File: config.mk
export PLATFORM = sky130hd
export DESIGN_NAME = fxp_alu_seq_flat
export DESIGN_NICKNAME = d
export VERILOG_FILES = /design/src/rtl/fxp_alu_pkg.sv /design/src/rtl/fxp_alu_if.sv /design/src/rtl/fxp_div_seq.sv /design/src/rtl/fxp_alu_seq.sv /design/src/flat_wrapper.sv
export SDC_FILE = /design/constraint.sdc
export NUM_CORES = 2
export LEC_CHECK = 0
export CAP_MARGIN = 20
export CORE_ASPECT_RATIO = 1.75
export CORE_MARGIN = 2
export CORE_UTILIZATION = 42
export CTS_BUF_LIST = sky130_fd_sc_hd__clkbuf_16
export DETAILED_ROUTE_END_ITERATION = 8
export SETUP_SLACK_MARGIN = 0.02
export SYNTH_ARGS = -nofsm -noshare
export SYNTH_HDL_FRONTEND = slang
export SYNTH_SLANG_ARGS = --single-unit
File: constraint.sdc
create_clock -name clk -period 11.8 [get_ports clk]
set_clock_uncertainty 0.1 [all_clocks]
set_input_delay 2.95 -clock clk [delete_from_list [all_inputs] [get_ports clk]]
set_output_delay 2.95 -clock clk [all_outputs]
set_load 0.02 [all_outputs]
File: src/rtl/fxp_alu_pkg.sv
// ============================================================================
// Module      : fxp_alu_pkg
// Description : Shared op codes, FSM state type and saturation helpers for
//               the fixed-point ALU.
// Revision    : 1.0 - initial release
// ============================================================================
`default_nettype none

package fxp_alu_pkg;

  localparam logic [1:0] OP_ADD = 2'b00;
  localparam logic [1:0] OP_SUB = 2'b01;
  localparam logic [1:0] OP_MUL = 2'b10;
  localparam logic [1:0] OP_DIV = 2'b11;

  typedef enum logic [0:0] {
    IDLE = 1'b0,
    DIV  = 1'b1
  } state_t;

  // Helpers work on a wide fixed container so they serve every legal N.
  typedef struct packed {
    logic         ovf;
    logic [127:0] val;
  } sat_t;

  function automatic logic [127:0] fxp_mag(input logic [127:0] x);
    return x[127] ? (~x + 128'd1) : x;
  endfunction

  function automatic sat_t fxp_sat(input logic neg, input logic [127:0] mag, input int n);
    sat_t         s;
    logic [127:0] lim;
    logic [127:0] m;
    lim   = (128'd1 << (n - 1)) - 128'd1;
    s.ovf = (mag > lim);
    m     = s.ovf ? lim : mag;
    s.val = neg ? (~m + 128'd1) : m;
    return s;
  endfunction

endpackage

`default_nettype wire

File: src/rtl/fxp_alu_if.sv
// ============================================================================
// Module      : fxp_alu_if
// Description : Valid/ready operand and result bundle of the fixed-point ALU.
// Revision    : 1.0 - initial release
// ============================================================================
`default_nettype none

interface fxp_alu_if #(
  parameter int N = 32
);
  logic         in_valid;
  logic         in_ready;
  logic [N-1:0] a;
  logic [N-1:0] b;
  logic [1:0]   op;
  logic         out_valid;
  logic         out_ready;
  logic [N-1:0] result;
  logic         ovf;
  logic         dz;
  logic         busy;

  modport master (
    output in_valid, a, b, op, out_ready,
    input  in_ready, out_valid, result, ovf, dz, busy
  );

  modport slave (
    input  in_valid, a, b, op, out_ready,
    output in_ready, out_valid, result, ovf, dz, busy
  );
endinterface

`default_nettype wire

File: src/rtl/fxp_div_seq.sv
// ============================================================================
// Module      : fxp_div_seq
// Description : Iterative restoring unsigned divider, one quotient bit per
//               cycle; the dividend carries one bit above the ITERS produced.
// Revision    : 1.0 - initial release
// ============================================================================
`default_nettype none

module fxp_div_seq #(
  parameter int VW    = 32,
  parameter int ITERS = 43
) (
  input  logic             clk,
  input  logic             rst_n,
  input  logic             start,
  input  logic [ITERS:0]   dividend,
  input  logic [VW-1:0]    divisor,
  output logic             done,
  output logic [ITERS-1:0] quotient,
  output logic             q_ovf
);

  localparam int c_CW = $clog2(ITERS + 1);

  logic [VW-1:0]    r_div;
  logic [VW-1:0]    r_rem;
  logic [ITERS-1:0] r_dvd;
  logic [ITERS-2:0] r_quo;
  logic [c_CW-1:0]  r_cnt;
  logic             r_active;
  logic             r_ovf;

  logic [VW:0]      w_trial;
  logic [VW+1:0]    w_diff;
  logic             w_bit;
  logic [VW-1:0]    w_rem_nxt;
  logic             w_top_ovf;
  logic [VW-1:0]    w_rem0;
  logic             w_unused;

  assign w_trial   = {r_rem, r_dvd[ITERS-1]};
  assign w_diff    = {1'b0, w_trial} - {2'b00, r_div};
  assign w_bit     = ~w_diff[VW+1];
  assign w_rem_nxt = w_bit ? w_diff[VW-1:0] : w_trial[VW-1:0];

  // The dividend bit above the produced quotient only overflows it for divisor 1.
  assign w_top_ovf = dividend[ITERS] && (divisor == {{(VW-1){1'b0}}, 1'b1});
  assign w_rem0    = w_top_ovf ? '0 : {{(VW-1){1'b0}}, dividend[ITERS]};

  assign done     = r_active && (r_cnt == c_CW'(ITERS - 1));
  assign quotient = {r_quo, w_bit};
  assign q_ovf    = r_ovf;
  assign w_unused = ^{w_trial[VW], w_diff[VW]};

  always_ff @(posedge clk or negedge rst_n) begin
    if (!rst_n) begin
      r_active <= 1'b0;
      r_cnt    <= '0;
      r_div    <= '0;
      r_rem    <= '0;
      r_dvd    <= '0;
      r_quo    <= '0;
      r_ovf    <= 1'b0;
    end else if (start) begin
      r_active <= 1'b1;
      r_cnt    <= '0;
      r_div    <= divisor;
      r_rem    <= w_rem0;
      r_dvd    <= dividend[ITERS-1:0];
      r_quo    <= '0;
      r_ovf    <= w_top_ovf;
    end else if (r_active) begin
      r_rem <= w_rem_nxt;
      r_dvd <= {r_dvd[ITERS-2:0], 1'b0};
      r_quo <= {r_quo[ITERS-3:0], w_bit};
      r_cnt <= r_cnt + c_CW'(1);
      if (done) begin
        r_active <= 1'b0;
      end
    end
  end

endmodule

`default_nettype wire

File: src/rtl/fxp_alu_seq.sv
// ============================================================================
// Module      : fxp_alu_seq
// Description : Saturating signed Qm.Q ALU (add/sub/mul single cycle, divide
//               iterative) with valid/ready streaming handshake.
//               FXP_ALU_ROUND_EN : round half away from zero on mul/div.
// Revision    : 1.0 - initial release
// ============================================================================
`default_nettype none

module fxp_alu_seq
  import fxp_alu_pkg::*;
#(
  parameter int N = 32,
  parameter int Q = 12
) (
  input  logic      clk,
  input  logic      rst_n,
  fxp_alu_if.slave  bus
);

  localparam int DIV_ITERS = N - 1 + Q;
`ifdef FXP_ALU_ROUND_EN
  localparam int c_RND = 1;
`else
  localparam int c_RND = 0;
`endif
  localparam int c_STEPS = DIV_ITERS + c_RND;

  state_t         r_state;
  logic           r_out_valid;
  logic [N-1:0]   r_result;
  logic           r_ovf;
  logic           r_dz;
  logic           r_busy;
  logic           r_neg;

  logic [127:0]   w_a128;
  logic [127:0]   w_b128;
  logic [N-1:0]   w_amag;
  logic [N-1:0]   w_bmag;
  logic           w_b_zero;
  logic signed [N:0] w_sum;
  logic [2*N-1:0] w_prod;
  logic [2*N-1:0] w_pmag;
  sat_t           w_sat_as;
  sat_t           w_sat_mul;
  sat_t           w_sat_dz;
  sat_t           w_sat_div;
  sat_t           w_fast;
  logic           w_fast_dz;
  logic [c_STEPS:0]   w_dvd;
  logic [c_STEPS-1:0] w_quo;
  logic [c_STEPS-1:0] w_qmag;
  logic [127:0]   w_qmag128;
  logic           w_q_ovf;
  logic           w_div_done;
  logic           w_in_ready;
  logic           w_accept;
  logic           w_div_start;
  logic           w_fast_load;
  logic           w_unused;

  // Magnitudes are N bits wide so the -2^(N-1) input code maps to 2^(N-1).
  assign w_a128   = fxp_mag(128'($signed(bus.a)));
  assign w_b128   = fxp_mag(128'($signed(bus.b)));
  assign w_amag   = w_a128[N-1:0];
  assign w_bmag   = w_b128[N-1:0];
  assign w_b_zero = (bus.b == '0);

  always_comb begin
    if (bus.op == OP_SUB) begin
      w_sum = $signed({bus.a[N-1], bus.a}) - $signed({bus.b[N-1], bus.b});
    end else begin
      w_sum = $signed({bus.a[N-1], bus.a}) + $signed({bus.b[N-1], bus.b});
    end
  end

  assign w_sat_as = fxp_sat(w_sum[N], fxp_mag(128'(w_sum)), N);

  assign w_prod = (2*N)'(w_amag) * (2*N)'(w_bmag);
`ifdef FXP_ALU_ROUND_EN
  assign w_pmag = (w_prod >> Q) + (2*N)'(w_prod[Q-1]);
`else
  assign w_pmag = w_prod >> Q;
`endif
  assign w_sat_mul = fxp_sat(bus.a[N-1] ^ bus.b[N-1], 128'(w_pmag), N);

  // Divide by zero: any oversized magnitude forces the signed bound.
  assign w_sat_dz = fxp_sat(bus.a[N-1], (bus.a == '0) ? 128'd0 : (128'd1 << N), N);

  always_comb begin
    w_fast    = w_sat_as;
    w_fast_dz = 1'b0;
    case (bus.op)
      OP_MUL:  w_fast = w_sat_mul;
      OP_DIV: begin
        w_fast    = w_sat_dz;
        w_fast_dz = 1'b1;
      end
      default: w_fast = w_sat_as;
    endcase
  end

  assign w_dvd = {w_amag, {(Q + c_RND){1'b0}}};

  fxp_div_seq #(
    .VW    (N),
    .ITERS (c_STEPS)
  ) u_div (
    .clk      (clk),
    .rst_n    (rst_n),
    .start    (w_div_start),
    .dividend (w_dvd),
    .divisor  (w_bmag),
    .done     (w_div_done),
    .quotient (w_quo),
    .q_ovf    (w_q_ovf)
  );

`ifdef FXP_ALU_ROUND_EN
  // Last quotient bit is the guard bit.
  assign w_qmag = (w_quo >> 1) + c_STEPS'(w_quo[0]);
`else
  assign w_qmag = w_quo;
`endif
  assign w_qmag128 = w_q_ovf ? (128'd1 << N) : 128'(w_qmag);
  assign w_sat_div = fxp_sat(r_neg, w_qmag128, N);

  assign w_in_ready  = rst_n && (r_state == IDLE) && (!r_out_valid || bus.out_ready);
  assign w_accept    = bus.in_valid && w_in_ready;
  assign w_div_start = w_accept && (bus.op == OP_DIV) && !w_b_zero;
  assign w_fast_load = w_accept && !w_div_start;

  always_ff @(posedge clk or negedge rst_n) begin
    if (!rst_n) begin
      r_state     <= IDLE;
      r_out_valid <= 1'b0;
      r_result    <= '0;
      r_ovf       <= 1'b0;
      r_dz        <= 1'b0;
      r_busy      <= 1'b0;
      r_neg       <= 1'b0;
    end else begin
      case (r_state)
        IDLE: begin
          if (w_div_start) begin
            r_state <= DIV;
            r_busy  <= 1'b1;
            r_neg   <= bus.a[N-1] ^ bus.b[N-1];
          end
        end
        DIV: begin
          if (w_div_done) begin
            r_state <= IDLE;
            r_busy  <= 1'b0;
          end
        end
      endcase

      if (w_fast_load) begin
        r_out_valid <= 1'b1;
        r_result    <= w_fast.val[N-1:0];
        r_ovf       <= w_fast.ovf;
        r_dz        <= w_fast_dz;
      end else if ((r_state == DIV) && w_div_done) begin
        r_out_valid <= 1'b1;
        r_result    <= w_sat_div.val[N-1:0];
        r_ovf       <= w_sat_div.ovf;
        r_dz        <= 1'b0;
      end else if (bus.out_ready) begin
        r_out_valid <= 1'b0;
      end
    end
  end

  assign bus.in_ready  = w_in_ready;
  assign bus.out_valid = r_out_valid;
  assign bus.result    = r_result;
  assign bus.ovf       = r_ovf;
  assign bus.dz        = r_dz;
  assign bus.busy      = r_busy;

  assign w_unused = ^{w_a128[127:N], w_b128[127:N], w_fast.val[127:N], w_sat_div.val[127:N]};

endmodule

`default_nettype wire

File: src/flat_wrapper.sv
// flat-port wrapper written by rule: the top's interface ports become plain ports
module fxp_alu_seq_flat import fxp_alu_pkg::*;
#(
  parameter int N = 32,
  parameter int Q = 12
)
  (clk, rst_n, bus_in_valid, bus_a, bus_b, bus_op, bus_out_ready, bus_in_ready, bus_out_valid, bus_result, bus_ovf, bus_dz, bus_busy);
  fxp_alu_if #(.N(N)) bus_i ();
  input  logic clk;
  input  logic rst_n;
  input wire logic [$bits(bus_i.in_valid)-1:0] bus_in_valid;
  input wire logic [$bits(bus_i.a)-1:0] bus_a;
  input wire logic [$bits(bus_i.b)-1:0] bus_b;
  input wire logic [$bits(bus_i.op)-1:0] bus_op;
  input wire logic [$bits(bus_i.out_ready)-1:0] bus_out_ready;
  output wire logic [$bits(bus_i.in_ready)-1:0] bus_in_ready;
  output wire logic [$bits(bus_i.out_valid)-1:0] bus_out_valid;
  output wire logic [$bits(bus_i.result)-1:0] bus_result;
  output wire logic [$bits(bus_i.ovf)-1:0] bus_ovf;
  output wire logic [$bits(bus_i.dz)-1:0] bus_dz;
  output wire logic [$bits(bus_i.busy)-1:0] bus_busy;
  assign bus_i.in_valid = bus_in_valid;
  assign bus_i.a = bus_a;
  assign bus_i.b = bus_b;
  assign bus_i.op = bus_op;
  assign bus_i.out_ready = bus_out_ready;
  assign bus_in_ready = bus_i.in_ready;
  assign bus_out_valid = bus_i.out_valid;
  assign bus_result = bus_i.result;
  assign bus_ovf = bus_i.ovf;
  assign bus_dz = bus_i.dz;
  assign bus_busy = bus_i.busy;
  fxp_alu_seq #(.N(N), .Q(Q)) u_core (.clk(clk), .rst_n(rst_n), .bus(bus_i));
endmodule
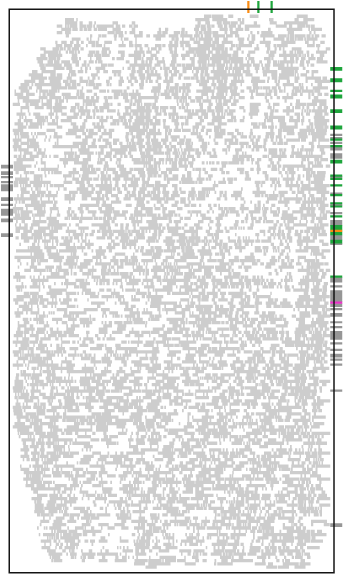
(pin placement)
Pins as bars across the die edge, other pins in grey.
[`bus_result`] green | pins: 32 | direction: output | edge: 30 east, 2 north
[`bus_out_ready`] magenta | pins: 1 | direction: input | edge: east
[`bus_op`] orange | pins: 2 | direction: input | edge: 1 north, 1 east
number of I/O port buffers: 106
die height: 469 µm
die boundary width: 270 µm

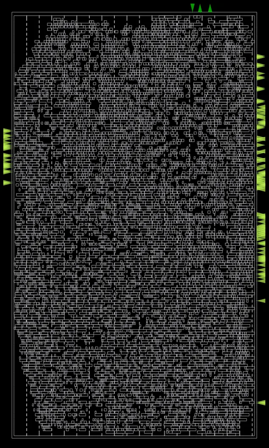
(cell outlines without signal wires)
total number of placement rows: 170
layout sequential cell count: 183

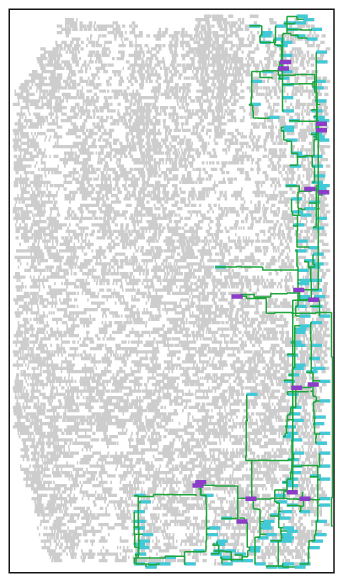
(clock network drawn from the DEF)
[clock-net drivers] purple | count: 17
[flip-flops] cyan | count: 183
[clock wires] green | length: 3400 µm
routed clock nets: 18
clock latency of the later-clocked register in the worst-skew pair: 510 ps

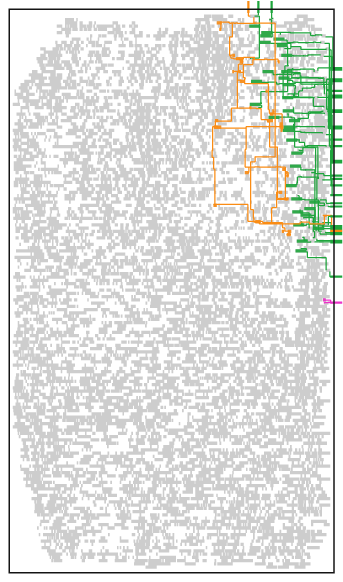
(wires at chosen ports, followed through buffers)
[`bus_op`] orange | bits: 2 | direction: input | end cells: 32 | buffers: 4 | wire: 1130 µm
[`bus_out_ready`] magenta | bits: 1 | direction: input | end cells: 1 | buffers: 1 | wire: 15.4 µm
[`bus_result`] green | bits: 32 | direction: output | end cells: 32 | buffers: 32 | wire: 2040 µm

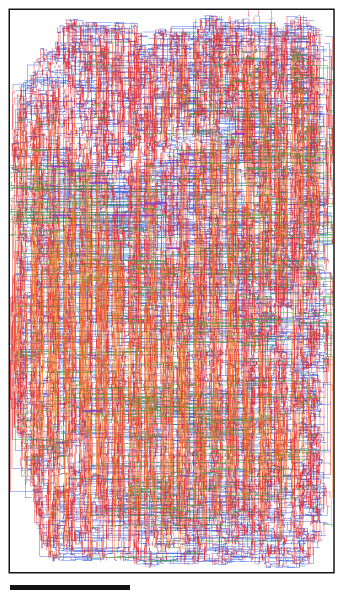
(signal wires by layer)
Scale bar: 100 µm.
[M3] green | wire length: 16400 µm
[M4] orange | wire length: 33.2 mm
[M5] purple | wire length: 156 µm
[M1] blue | wire length: 81.0 mm
[M2] red | wire length: 126 mm

==> results.txt <==
Summary of implementation figures.

Run status
The flow ran to the end, but the final reports show violations. The checks that failed: negative setup slack.

Critical path
Data on the critical path arrives at its endpoint at around 16000 ps. The category of the worst setup path launch point is an input port. On the critical path the largest part of the delay comes from simple AND/OR/NAND/NOR gates. Among all stages on the critical path, the maximum delay recorded is ~760 ps. The largest fanout of any net on the critical path is 7. The required time of the critical path is around 12000 ps. The timing report shows that the slowest cell on the worst path is fa_2. The cell seen most often among critical-path stages is or3_4. The critical path is of the in -> reg type.

Cells and area
The data-path buffer share of cell area in the final layout is between 15 and 20%. In the final layout, flip-flops and latches occupy about 4600 µm². The final cell count without fillers is just over 9k. The layout has roughly 1.4k buffers outside the clock class. The clock-cell share of area is 0.961%. The total of clock buffers placed in the layout is 17. By area, multi-input combinational cells come first. The number of filler cells placed in the layout is about 12k.

By instance count after routing, the leading logic cell type is buf_4. The fraction of area in multi-input gates is 65.5%. The number of antenna diodes in the final layout is 8. The area taken by multi-input combinational cells is reported as about 44000 µm². Across the whole layout, storage elements make up about 7% of the cell area. The layout overhead on the synthesized area is 29.7%. The number of combinational gates with multiple inputs is 4902.

Drt
After detailed routing, the number of vias per cell comes to 5.74. The number of design-rule violations left by the first detailed-router iteration is just under 4k. In the post-route report, total wirelength is listed as 256 mm. TritonRoute output was used to compute an average wire per cell of approximately 28 µm. The detailed router placed around 52k vias in this run.

The number of routed nets with antenna violations is 0.

Global routing
Recorded from the global router log, the overflow total was 0. The global-route met1 utilization is between 30% and 40%. The met3 track demand over resource in global routing is approximately 7.5%. The via count of the first global-routing pass is about 56k. The overall global routing resource usage is roughly two fifths. Global routing put the most usage on met2. The largest net degree at the start of global routing is ~110.

The initial antenna violation count came to 22. The first-pass GRT wire length is 371 mm.

Flow run
The logs give a warning total of 33. The number of maximum-capacitance violations recorded for the run is 0.

Timing
The final report lists the setup-violating endpoint count as 33. The final period demand of the worst path is between 15000 and 20000 ps. The final number of max-transition violations is 0.

The worst max-slew margin expressed relative to the limit is approximately 22%. The least setup slack across all paths after layout is -3950 ps. Setup repair after global routing could not meet its margin everywhere. The post-route clock period utilization is 133%.

Synth
The instance count of the mapped netlist is approximately 6.5k. The synthesized netlist devotes under 10% of its cell area to XOR and XNOR gates. The number of different library cells used by synthesis comes to 92. The mapped netlist covers ~52000 µm². The synthesized design contains approximately 180 register bits. The mux contribution to synthesized area is 2.00%. Summing the areas of all fa, ha and maj instances in the mapped netlist gives about 43% of the synthesized area. The area share of and/or/nand/nor cells after synthesis is between 10% and 20%.

The cell-mix breakdown from Yosys lists the compound-gate area share as around 13%. Among all flip-flop cells after synthesis, the most frequent one is dfrtp_1. By area the synthesized netlist is led by fa_1, dfrtp_1, ha_1.

The total of warnings raised by yosys is 0. The share of synthesized area occupied by flip-flops and latches is under 10%. The average cell area after synthesis is ~8 µm².

Clock tree
After clock tree synthesis, the flow added hold-fix buffers numbering 0. The number of gates resized after CTS is between 200 and 250. After clock tree synthesis, the clock-pin slew on the worst setup and hold paths is 90 ps. The number of buffers between clock root and the deepest sink is 2. The root buffer cell chosen for the clock tree is clkbuf_16.

According to the CTS report, the clock sink count is about 180. The CTS tree is yes.

Floorplanning
The chip footprint is between 100000 and 150000 µm². The floorplan step defined a core boundary enclosing around 120000 µm².

Place
The half-perimeter wire length after detailed placement is 215 mm.

Worst hold path
Checking hold timing, the worst path is listed with class reg -> reg.
-- registers in the layout, indices dropped and copies added, names as in the netlist --
register / cells
u_core.bus.dz: 1
u_core.r_neg: 1
u_core.u_div.q_ovf: 1
u_core.r_state: 1
u_core.bus.out_valid: 1
u_core.u_div.r_cnt: 6
u_core.u_div.r_dvd: 31
u_core.u_div.r_quo: 42
u_core.bus.busy: 1
u_core.u_div.r_rem: 32
u_core.u_div.r_active: 1
u_core.bus.result: 32
u_core.bus.ovf: 1
u_core.u_div.r_div: 32
-- final timing paths --
kind	cells after the start	start	endpoint	slack, ps
worst max-delay path	47	bus_b[6]	u_core.bus.result[30]	-3950
worst min-delay path	2	u_core.bus.busy	u_core.bus.busy	390
worst max register to register	25	u_core.u_div.r_dvd[42]	u_core.bus.result[26]	5600
worst min register to register	2	u_core.bus.busy	u_core.bus.busy	390
max in group asynchronous	2	rst_n	u_core.u_div.r_quo[27]	7970
min in group asynchronous	1	rst_n	u_core.u_div.r_div[0]	2300
-- through the flow --
step / cell area [µm²] / util [%] / setup slack [ps]
2_1_floorplan: 52200 / - / -3920
3_3_place_gp: 64500 / 52.7 / -5060
3_5_place_dp: 64500 / 52.7 / -5170
4_1_cts: 66600 / 54.4 / -3790
5_1_grt: 67300 / 54.9 / -4260
6_report: 67300 / 54.9 / -3950
-- tightest hold or removal path, delay by kind of cell, from the launching register on --
| kind | cells | cell delay, ps |
|---|---|---|
| flip-flops | 1 | 350 |
| AND/OR/NAND/NOR | 2 | 100 |
-- layer usage --
metal	share of wire, %	vias to the layer above
met5	0.061	-
met4	13	24
met3	6.4	1051
met2	49	2315
met1	32	26300
li1	-	22800
